### src/rtl/sp8k_fifo_ctrl.sv
// rtl/sp8k_fifo_ctrl.sv - FWFT FIFO controller sharing one SP8KA port between writes and prefetch reads
module sp8k_fifo_ctrl #(
    parameter int DATA_WIDTH   = 18,
    parameter int ADDR_WIDTH   = 9,
    parameter int READ_LATENCY = 1
) (
    input  logic                  CLK,
    input  logic                  RST,
    input  logic                  WR_VALID,
    output logic                  WR_READY,
    input  logic [DATA_WIDTH-1:0] WR_DATA,
    output logic                  RD_VALID,
    input  logic                  RD_READY,
    output logic [DATA_WIDTH-1:0] RD_DATA,
    output logic [ADDR_WIDTH+1:0] COUNT,
    output logic                  RAM_CE,
    output logic                  RAM_WE,
    output logic [ADDR_WIDTH-1:0] RAM_AD,
    output logic [DATA_WIDTH-1:0] RAM_DI,
    input  logic [DATA_WIDTH-1:0] RAM_DO
);

    localparam int OB_DEPTH = READ_LATENCY + 2;
    localparam int OBC_W    = $clog2(OB_DEPTH + 1);
    localparam int CW       = ADDR_WIDTH + 2;
    localparam logic [CW-1:0] OB_LIMIT = CW'(OB_DEPTH);

    logic [ADDR_WIDTH-1:0]   wptr;
    logic [ADDR_WIDTH-1:0]   rptr;
    logic [ADDR_WIDTH:0]     mem_count;
    logic [READ_LATENCY-1:0] inflight;
    logic [DATA_WIDTH-1:0]   ob [OB_DEPTH];
    logic [OBC_W-1:0]        ob_count;
    logic                    last_rd;

    logic [CW-1:0]    inflight_cnt;
    logic [CW-1:0]    ob_level;
    logic             read_req;
    logic             wr_fire;
    logic             rd_grant;
    logic             push;
    logic             pop;
    logic [OBC_W-1:0] push_idx;

    always_comb begin
        inflight_cnt = '0;
        for (int i = 0; i < READ_LATENCY; i++)
            inflight_cnt = inflight_cnt + {{(CW-1){1'b0}}, inflight[i]};
    end

    assign ob_level = {{(CW-OBC_W){1'b0}}, ob_count};

    // Only prefetch when every outstanding read is guaranteed an OB slot on return
    assign read_req = (mem_count != '0) && ((ob_level + inflight_cnt) < OB_LIMIT);
    assign WR_READY = !RST && !mem_count[ADDR_WIDTH] && !(read_req && !last_rd);
    assign wr_fire  = WR_VALID && WR_READY;
    assign rd_grant = read_req && !wr_fire;

    assign RAM_CE = wr_fire | rd_grant;
    assign RAM_WE = wr_fire;
    assign RAM_AD = wr_fire ? wptr : rptr;
    assign RAM_DI = WR_DATA;

    assign push     = inflight[READ_LATENCY-1];
    assign pop      = RD_VALID && RD_READY;
    assign push_idx = ob_count - {{(OBC_W-1){1'b0}}, pop};

    assign RD_VALID = (ob_count != '0);
    assign RD_DATA  = ob[0];
    assign COUNT    = {1'b0, mem_count} + inflight_cnt + ob_level;

    always_ff @(posedge CLK or posedge RST) begin
        if (RST) begin
            wptr      <= '0;
            rptr      <= '0;
            mem_count <= '0;
            inflight  <= '0;
            ob_count  <= '0;
            last_rd   <= 1'b0;
            for (int i = 0; i < OB_DEPTH; i++)
                ob[i] <= '0;
        end else begin
            if (wr_fire)
                wptr <= wptr + 1'b1;
            if (rd_grant)
                rptr <= rptr + 1'b1;
            case ({wr_fire, rd_grant})
                2'b10:   mem_count <= mem_count + 1'b1;
                2'b01:   mem_count <= mem_count - 1'b1;
                default: mem_count <= mem_count;
            endcase
            inflight[0] <= rd_grant;
            for (int i = 1; i < READ_LATENCY; i++)
                inflight[i] <= inflight[i-1];
            last_rd <= rd_grant;
            // Head shifts only over occupied slots so an emptied OB keeps its last word
            for (int i = 0; i < OB_DEPTH - 1; i++)
                if (pop && (OBC_W'(i + 1) < ob_count))
                    ob[i] <= ob[i+1];
            if (push)
                ob[push_idx] <= RAM_DO;
            ob_count <= ob_count + {{(OBC_W-1){1'b0}}, push} - {{(OBC_W-1){1'b0}}, pop};
        end
    end

endmodule
### config.mk
export PLATFORM = sky130hd
export DESIGN_NAME = sp8k_fifo_ctrl
export DESIGN_NICKNAME = d
export VERILOG_FILES = /design/src/rtl/sp8k_fifo_ctrl.sv
export SDC_FILE = /design/constraint.sdc
export NUM_CORES = 1
export LEC_CHECK = 0
export CAP_MARGIN = 20
export CORE_ASPECT_RATIO = 1.25
export CORE_UTILIZATION = 55
export DETAILED_ROUTE_END_ITERATION = 8
export PLACE_DENSITY = 0.92
export SYNTH_ARGS = -nofsm -noshare
export SYNTH_HDL_FRONTEND = slang
export SYNTH_SLANG_ARGS = --single-unit
export TNS_END_PERCENT = 1
### constraint.sdc
create_clock -name CLK -period 10.5 [get_ports CLK]
set_clock_uncertainty 0.05 [all_clocks]
set_input_delay 1.05 -clock CLK [delete_from_list [all_inputs] [get_ports CLK]]
set_output_delay 1.05 -clock CLK [all_outputs]
set_load 0.005 [all_outputs]
==> run notes, run 1 <==
flow finished, numbers: worst min-delay path category flip-flop to flip-flop, highest metal used met4, placer congestion estimate a little over 0.9, combinational logic power between 0.001 and 0.0015 W, mi-comb count approximately 290, cell area after layout 5310 um2, worst-margin pin slew ~1.1 ns, CP Depth 5, hpwl dp around 6 mm, max cap viols 0, Critical Path Fanout Max 20, Combinational Area roughly 2100 um2, overall fraction of global-route tracks in use between 20% and 30%, Max Clk Rate about 200 MHz, Port Buffers roughly 63, area fraction in mux cells approximately 15%, Layout Nets 521, non-filler instance count after layout about 560, reg-to-reg slack, setup 6.72 ns, Detail Route met3 WL between 300 and 400 um, family with the most delay on the worst path buffers and inverters, DRC 12, Placed Cells 547, Hold Violations, Final 0, worst path required time 9.40 ns, Gate power share around 57%, Worst Path Buf+Inv 2, ClkCell Share between 3 and 4%, Top cell by count, worst path clkdlybuf4s50_1, Nets at Floorplan between 400 and 500, initial antenna violation count 0, GRT overflow 0, CP Cell Sequence clkdlybuf4s50_1 -> nor3b_1 -> a21boi_2 -> mux2_2 -> clkdlybuf4s50_1, most frequent logic cells in the routed design dfrtp_1, clkdlybuf4s50_1, nand2_1, yosys xor share between 6 and 7%, Max power group combinational logic, run status finished, violations left, clk buf depth 2, Routed Antenna Nets 0, Yosys top cell by instances dfrtp_1, CTS clk-pin slew, worst paths about 0.09 ns, Post-synth top cells dfrtp_1, nand2_1, buf_4, CP endpoint kind output pin, post-CTS setup buffer count 0, FF-to-FF path depth 10, Flops after synth 85, clock group share of total power approximately an eighth, dpl cell area just over 5000 um2, Die Ht between 100 and 150 um, reg-to-reg startpoint mem_count[7]$_DFFE_PP0P_, CTS Hold Bufs 0, n_diodes 0, number of enable flip-flop cells 0, dominant cell type by area after synthesis dfrtp_1, Core Footprint 8190 um2, average size of a mapped cell around 11 um2, setup ws final 5.60 ns, router iterations before antenna repair 6, Max Slew Vio Count 0, final total power roughly 0.0020 W, DP Worst Slack 5.68 ns, Root Driver clkbuf_8, Critical Path Start Type primary input, grt met1 use about a quarter, critical path class primary input to output pin, CTS buffer count 9, count of plain and timing-repair buffers in the layout 68, Synth logic family multiplexers, first-pass GRT wire length about 15 mm, Tap Count 97, Reg area 2130 um2, Post-Syn Instances roughly 440, Via Count roughly 3.2k, sequential cell count around 85, Pwr Density about 380 nW/um2, yosys simple share a little over a tenth, Yosys cell types about 43, met2 routed WL around 4.6 mm, fin crit share 46.6%, Critical Path End RAM_AD[7], DIE WIDTH approximately 84 um, failing checks design-rule violations, htree depth 3, # clk buffers 10, Hold EP wptr[8]$_DFFE_PP0P_
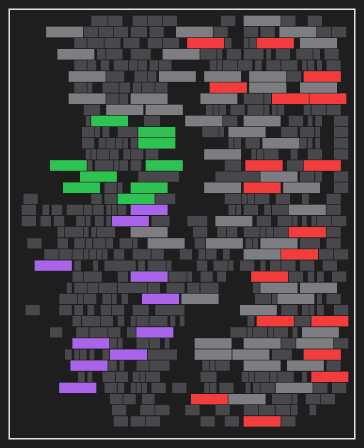
Run 1: register map, names as in the netlist
Other sequential cells in the stronger grey, the rest of the logic in the fainter grey.
| netlist name | colour | sequential cells |
|---|---|---|
| `RD_DATA` | red | 18 |
| `mem_count` | purple | 10 |
| `rptr` | green | 9 |

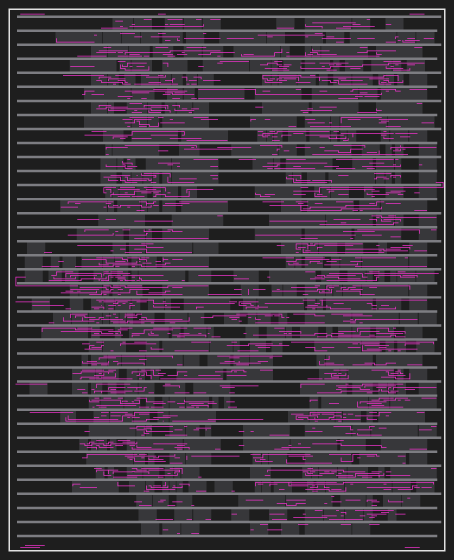
Run 1: met1 routing
Supply wires on this layer in grey. Cells faint in the background.
nets with wire on the layer: 454
longest straight run: 27.6 um
share of all routed wire: 42%
wire length on this layer: 3730 um
main direction: horizontal

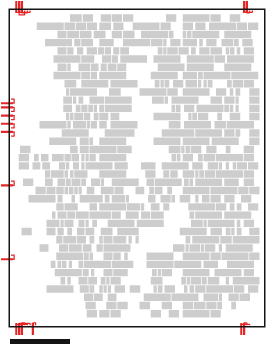
Run 1: nets reached from selected ports
Bar = 20 um.
| port | colour | bits | direction | edge | end cells | buffers | wire |
|---|---|---|---|---|---|---|---|
| `WR_DATA` | red | 18 | input | 7 left, 6 bottom, 5 top | 0 | 0 | 60.5 um |

==> inputs of run 2 (changes only) <==
CORE_UTILIZATION = 46   (was 55)
PLACE_DENSITY = 0.82   (was 0.92)
clock period = 4.38 ns   (was 10.5 ns; I/O delays follow)
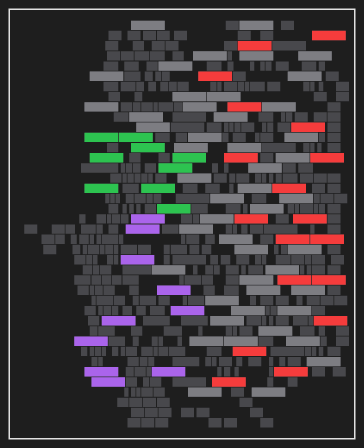
Run 2: register map, names as in the netlist
Other sequential cells in the stronger grey, the rest of the logic in the fainter grey.
P_seq: 0.00152 W
final core utilization: 55.7%

==> run notes, run 2 <==
flow finished, numbers: run status finished clean, grt met1 use a little over a fifth, CP Depth 10, Layout Nets around 520, non-filler instance count after layout between 500 and 600, critical path class flip-flop to flip-flop, detailed-route wire length 9.00 mm, yosys simple share 10.7%, Critical Path Fanout Max 14, Max Clk Rate between 200 and 300 MHz, yosys cell count 435, setup ws final about 0.65 ns, average size of a mapped cell approximately 11 um2, Root Driver clkbuf_16, Period minus WS final approximately 3.7 ns, clk buf depth 2, FF-to-FF path depth 10, overall fraction of global-route tracks in use approximately 18%, CTS Sinks 85, CTS clk-pin slew, worst paths 0.06 ns, Core Footprint about 9700 um2, Pwr Density around 930 nW/um2, n_diodes 0, hpwl dp 6.12 mm, Combinational Area 2120 um2, # clk buffers 13, Port Buffers 63, dominant cell type by area after synthesis dfrtp_1, worst min-delay path category primary input to asynchronous set/reset pin, CP endpoint kind flip-flop, Nets at Floorplan ~500, Data buffer area share 12.9%, Synth logic family multiplexers, Routed Antenna Nets 0, post-CTS setup buffer count 0, CTS Hold Bufs 0, Placed Cells approximately 580, sequential cell count 85, Worst Path Buf+Inv 1, placer congestion estimate roughly 0.84, fin crit share around 85%, number of enable flip-flop cells 0, area fraction in mux cells between 10% and 20%, final total power between 0.005 and 0.006 W, combinational logic power 0.00281 W, Flops after synth 85, clock group share of total power 13.6%, DIE WIDTH between 90 and 100 um, cell area after layout around 5400 um2, htree depth 3, highest metal used met4, Post-Syn Instances 435, Detail Route met3 WL 417 um, worst-margin pin slew 1.08 ns, CTS buffer count 9, reg-to-reg startpoint mem_count[7]$_DFFE_PP0P_, router iterations before antenna repair 4, Yosys cell types 43, worst path required time ~4.6 ns, max incr delay on CP between 0.5 and 0.6 ns, count of plain and timing-repair buffers in the layout ~70, Yosys top cell by instances dfrtp_1, DP Worst Slack slightly below 0.6 ns, sw power approximately 0.002 W, wire length on met1 3.89 mm, routed vias/inst approximately 5.3, Warnings, synthesis 0, cell leakage power 2.49 nW, Post-synth top cells dfrtp_1, nand2_1, buf_4, max cap viols 0, Critical Path End mem_count[9]$_DFFE_PP0P_, most frequent logic cells in the routed design dfrtp_1, clkdlybuf4s50_1, nand2_1, Max power group combinational logic, yosys xor share about 6.4%, reg-to-reg slack, setup roughly 0.65 ns, Hold Violations, Final 0, mi-comb count 288, initial antenna violation count 0, RSZ-0062 raised after global routing false, GRT overflow 0, Reg area roughly 2100 um2, Tap Count roughly 130, family with the most delay on the worst path AND-OR/OR-AND gates, GR peak layer met2, Die Ht 114 um, Via Count 3155, Adder Area Share under 10%, first-pass GRT wire length approximately 15 mm, Max Slew Vio Count 0, dpl cell area ~5100 um2, Gate power share 56.1%, met2 routed WL 4.49 mm, Critical Path Start Type flip-flop, CP Cell Sequence or4_1 -> o41a_4 -> nand2_2 -> inv_1 -> ha_1 -> a21o_1 -> a31oi_1 -> a211oi_1 -> or4_1 -> a31oi_1, ClkCell Share under 10%, DRC 0, multi-input combinational area share 39.3%, Routed wire per std cell 15.2 um
No activity file was given, so power comes from the tool's default toggle rates.
